File: config.mk
export PLATFORM = sky130hd
export DESIGN_NAME = retire_trace_buffer
export DESIGN_NICKNAME = d
export VERILOG_FILES = /design/src/rtl/retire_trace_buffer.sv
export SDC_FILE = /design/constraint.sdc
export NUM_CORES = 1
export LEC_CHECK = 0
export CELL_PAD_IN_SITES_DETAIL_PLACEMENT = 0
export CELL_PAD_IN_SITES_GLOBAL_PLACEMENT = 1
export CORE_ASPECT_RATIO = 1.5
export CORE_MARGIN = 1.5
export CORE_UTILIZATION = 47
export CTS_BUF_LIST = sky130_fd_sc_hd__clkbuf_8
export CTS_CLUSTER_SIZE = 10
export DETAILED_ROUTE_END_ITERATION = 16
export GPL_TIMING_DRIVEN = 0
export PLACE_DENSITY = 0.82
export SLEW_MARGIN = 20
export SYNTH_ARGS = -nofsm -noshare
export SYNTH_HDL_FRONTEND = slang
export SYNTH_SLANG_ARGS = --single-unit
export TNS_END_PERCENT = 30
File: constraint.sdc
create_clock -name clk -period 9.3 [get_ports clk]
set_input_delay 2.79 -clock clk [delete_from_list [all_inputs] [get_ports clk]]
set_output_delay 2.79 -clock clk [all_outputs]
set_load 0.1 [all_outputs]
File: src/rtl/retire_trace_buffer.sv
// Retirement trace buffer: FWFT circular FIFO of retired instructions plus halt/idle-timeout bookkeeping.
// Define TRACE_WRAP_EN to overwrite the oldest entry when full (default: drop the newest).
module retire_trace_buffer #(
  parameter int XLEN    = 32,
  parameter int DEPTH   = 16,
  parameter int TIMEOUT = 1024
) (
  input  logic                     clk,
  input  logic                     rst,
  input  logic                     ret_valid,
  input  logic [XLEN-1:0]          ret_pc,
  input  logic [31:0]              ret_ir,
  input  logic [4:0]               ret_rd,
  input  logic                     ret_we,
  input  logic [XLEN-1:0]          ret_wdata,
  output logic                     out_valid,
  input  logic                     out_ready,
  output logic [XLEN-1:0]          out_pc,
  output logic [31:0]              out_ir,
  output logic [4:0]               out_rd,
  output logic                     out_we,
  output logic [XLEN-1:0]          out_wdata,
  output logic [$clog2(DEPTH):0]   count,
  output logic                     overflow,
  output logic [15:0]              drop_cnt,
  output logic [31:0]              retired_cnt,
  output logic [31:0]              cycle_cnt,
  output logic                     halted,
  output logic                     timeout
);

  localparam int AW = $clog2(DEPTH);
  localparam int CW = AW + 1;
  localparam int IW = $clog2(TIMEOUT + 1);

  typedef struct packed {
    logic [XLEN-1:0] pc;
    logic [31:0]     ir;
    logic [4:0]      rd;
    logic            we;
    logic [XLEN-1:0] wdata;
  } entry_t;

  entry_t          r_mem [DEPTH];
  logic [AW-1:0]   r_rptr, r_wptr;
  logic [CW-1:0]   r_count;
  logic            r_overflow, r_halted, r_timeout;
  logic [15:0]     r_drop;
  logic [31:0]     r_retired, r_cycle;
  logic [IW-1:0]   r_idle;

  logic            w_pop, w_acc, w_full, w_push, w_drop, w_wr, w_ovwr;
  logic            w_halt_ins, w_tmo;
  logic [IW-1:0]   w_idle_nxt;
  entry_t          w_new, w_head;

  assign w_pop  = (r_count != '0) && out_ready;
  assign w_acc  = ret_valid && !r_halted;
  assign w_full = (r_count == CW'(DEPTH));
  // A pop in the same cycle frees a slot, so push-at-full with pop is a normal push.
  assign w_push = w_acc && (!w_full || w_pop);
  assign w_drop = w_acc && w_full && !w_pop;

`ifdef TRACE_WRAP_EN
  assign w_ovwr = w_drop;
`else
  assign w_ovwr = 1'b0;
`endif
  assign w_wr = w_push || w_ovwr;

  assign w_halt_ins = w_acc && ((ret_ir == 32'h0000_0073) || (ret_ir == 32'h0010_0073));
  assign w_idle_nxt = r_idle + 1'b1;
  // A retirement on the would-be timeout edge clears the idle count, so timeout never fires with it.
  assign w_tmo      = !ret_valid && !r_halted && (w_idle_nxt == IW'(TIMEOUT));

  assign w_new = '{pc: ret_pc, ir: ret_ir, rd: ret_rd, we: ret_we, wdata: ret_wdata};

  always_ff @(posedge clk) begin
    if (rst && w_wr) r_mem[r_wptr] <= w_new;
  end

  always_ff @(posedge clk) begin
    if (!rst) begin
      r_rptr     <= '0;
      r_wptr     <= '0;
      r_count    <= '0;
      r_overflow <= 1'b0;
      r_drop     <= '0;
      r_retired  <= '0;
      r_cycle    <= '0;
      r_idle     <= '0;
      r_halted   <= 1'b0;
      r_timeout  <= 1'b0;
    end else begin
      if (w_wr) r_wptr <= r_wptr + 1'b1;
      if (w_pop || w_ovwr) r_rptr <= r_rptr + 1'b1;
      if (w_push && !w_pop) r_count <= r_count + 1'b1;
      else if (w_pop && !w_push) r_count <= r_count - 1'b1;

      if (w_drop) begin
        r_overflow <= 1'b1;
        if (r_drop != 16'hFFFF) r_drop <= r_drop + 1'b1;
      end
      if (w_acc) r_retired <= r_retired + 1'b1;
      if (!r_halted) r_cycle <= r_cycle + 1'b1;

      if (ret_valid) r_idle <= '0;
      else if (!r_halted) r_idle <= w_idle_nxt;

      if (w_halt_ins || w_tmo) r_halted <= 1'b1;
      if (w_tmo) r_timeout <= 1'b1;
    end
  end

  assign w_head      = r_mem[r_rptr];
  assign out_valid   = (r_count != '0);
  assign out_pc      = w_head.pc;
  assign out_ir      = w_head.ir;
  assign out_rd      = w_head.rd;
  assign out_we      = w_head.we;
  assign out_wdata   = w_head.wdata;
  assign count       = r_count;
  assign overflow    = r_overflow;
  assign drop_cnt    = r_drop;
  assign retired_cnt = r_retired;
  assign cycle_cnt   = r_cycle;
  assign halted      = r_halted;
  assign timeout     = r_timeout;

endmodule

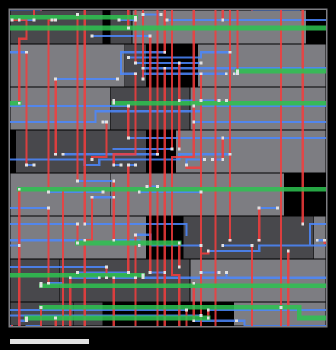
Fig. 1. Zoomed window.
Bar = 5 um. Window x 145 to 165, y 314 to 334 um. Cells in grey, sequential cells in the stronger grey; small squares are vias.
layer	colour
met3	green
met2	red
met1	blue
most frequent	edfxtp_1 (11), mux4_2 (4)
netlist names of flops here include	r_mem (11)
sequential cells in the window	11
cells with their middle in the window	20

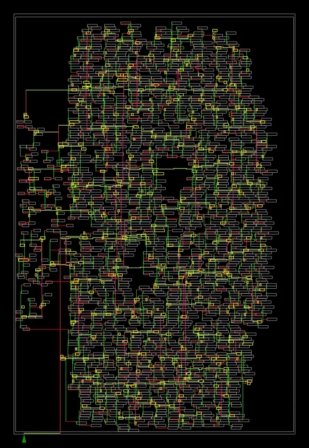
Fig. 2. The clock network.
CLK BUF: 241
seq_cells: 1743
Sink Count: 1743
CTS buffer count: 236

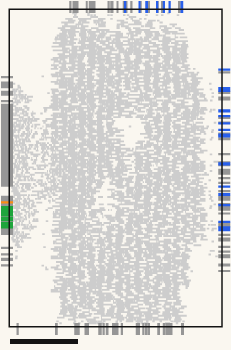
Fig. 3. Ports around the boundary.
Bar = 100 um. Pins as bars across the die edge, other pins in grey.
port	colour	pins	direction	edge
drop_cnt	green	16	output	left
overflow	orange	1	output	left
out_pc	blue	32	output	23 right, 9 top
all pins by edge	144 left, 72 right, 41 bottom, 40 top
DIE HEIGHT: 463 um
Die Wd: 310 um
IO buf count: 296

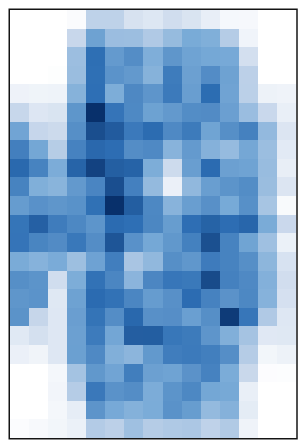
Fig. 4. Wire density map.
The die is cut into 15 by 23 equal tiles; white is low, dark blue is high, scaled to the fullest tile. Values are wire area over tile area, all layers added.
fullest tile	0.42
nearly empty tiles	10%
mean over tiles	0.19
tiles over half the peak	52%
Routed WL per cell: 28.7 um
GRT Total Usage: 22.6%
total number of vias: 32900
wirelength, routed: 161000 um

==> results.json <==
{
  "htree_num_levels": 4,
  "grtUsageMet1_pct": 30.4,
  "ys_area_um2": 66300,
  "buffers": 544,
  "postCtsSetupRepairBufs": 0,
  "peakVddDrop_uv": 198,
  "grt_pass1_wl_um": 232000,
  "seq_share_pct": 65.0,
  "pre_cts_slack_ps": 1940,
  "cp.arrival_ps": 5130,
  "drt_first_pass_iters": 5,
  "syn_area_per_cell_um2": 23.1,
  "crit_family": "buffers and inverters",
  "cp-end-kind": "primary output",
  "worstMarginPinSlew_ps": 1180,
  "place_area_um2": 74400,
  "grt_max_degree": 19,
  "drc": 0,
  "hold_buffers": 0,
  "drv_cap": 0,
  "worstPathRequired_ps": 6510,
  "n_tap_cell": 1870,
  "fin_crit_sh_pct": 85.2,
  "ys_sh_adder_pct": 0.275,
  "cts_buffer_depth": 3,
  "path_cells": "buf_2 > buf_2 > clkbuf_1 > mux4_2 > mux4_2 > clkdlybuf4s50_1",
  "ys_seq_share_pct": 77.2,
  "clkLatencyLatePin_ps": 950,
  "p_per_area_nw_per_um2": 250,
  "drt_iter0_markers": 3631,
  "wirelength_met1_um": 62300,
  "viasPerCell": 5.87,
  "area_share_nonclk_buffers_pct": 7.93,
  "fill_cells": 10200,
  "rsz0062_at_grt": "false",
  "antenna_cells": 13,
  "syn-num-nets": 2991,
  "io_pins": 297,
  "fin_nets": 3636,
  "path_clk_slew_ps": 70,
  "slew_headroom_pct": 21.2,
  "inv_count": 9,
  "status": "finished, final reports clean",
  "hold_slack_ps": 477,
  "hpwl_um": 103000,
  "design_area_um2": 78800,
  "max_stage_delay_ps": 1010
}
worst paths after layout:
kind / cells past startpoint / endpoint / slack [ps] / from
worst max-delay path: 6 / out_ir[3] / 1380 / register
worst min-delay path: 2 / overflow / 480 / overflow
worst max register to register: 10 / r_mem[3][79] / 5800 / halted
worst min register to register: 2 / overflow / 480 / overflow
sequential cells by signal (all words and copies together), names as in the netlist, named ones only:
signal	flops
count	5
r_wptr	4
retired_cnt	32
r_idle	11
timeout	1
r_mem	1632
halted	1
drop_cnt	16
cycle_cnt	32
overflow	1
r_rptr	4
where the power goes:
| group | switching, mW | internal, mW | total [mW] | leakage (nW) |
|---|---|---|---|---|
| sequential | 0.0419 | 8.67 | 8.71 | 15.6 |
| combinational | 3.45 | 2.06 | 5.51 | 6.21 |
| clock | 2.82 | 2.70 | 5.52 | 2.53 |
placed cells by master (no fill, tap or decap), drive strengths merged, types with 8 or more instances in the layout:
cell type	n
nor4	12
nor2	120
diode	13
bufinv	10
ha	13
and4	8
a21oi	18
and3	14
clkinv	96
mux4	510
dfxtp	111
nand2	38
buf	177
clkdlybuf4s50	291
edfxtp	1632
inv	86
or3	17
nand4	33
nor3	13
nand3	40
clkbuf	317
xnor2	26
o21ai	16
xor2	60
clkinvlp	10
cells in the mapped netlist, drive strengths merged (6+ instances only):
cell / n / area (um^2)
or3: 17 / 106
nor2: 120 / 450
xor2: 60 / 526
and4: 8 / 70.1
a21oi: 18 / 90.1
buf: 67 / 414
nor3: 13 / 70.1
nand2: 38 / 143
mux2i: 6 / 60.1
edfxtp: 1632 / 49000
nand3: 40 / 200
inv: 9 / 33.8
dfxtp: 111 / 2220
nor4: 12 / 100
xnor2: 26 / 228
nand4: 33 / 206
o21ai: 16 / 80.1
and3: 14 / 87.6
mux4: 510 / 11500
clkbuf: 70 / 263
ha: 13 / 163
Power is estimated from default activity; no workload was simulated.
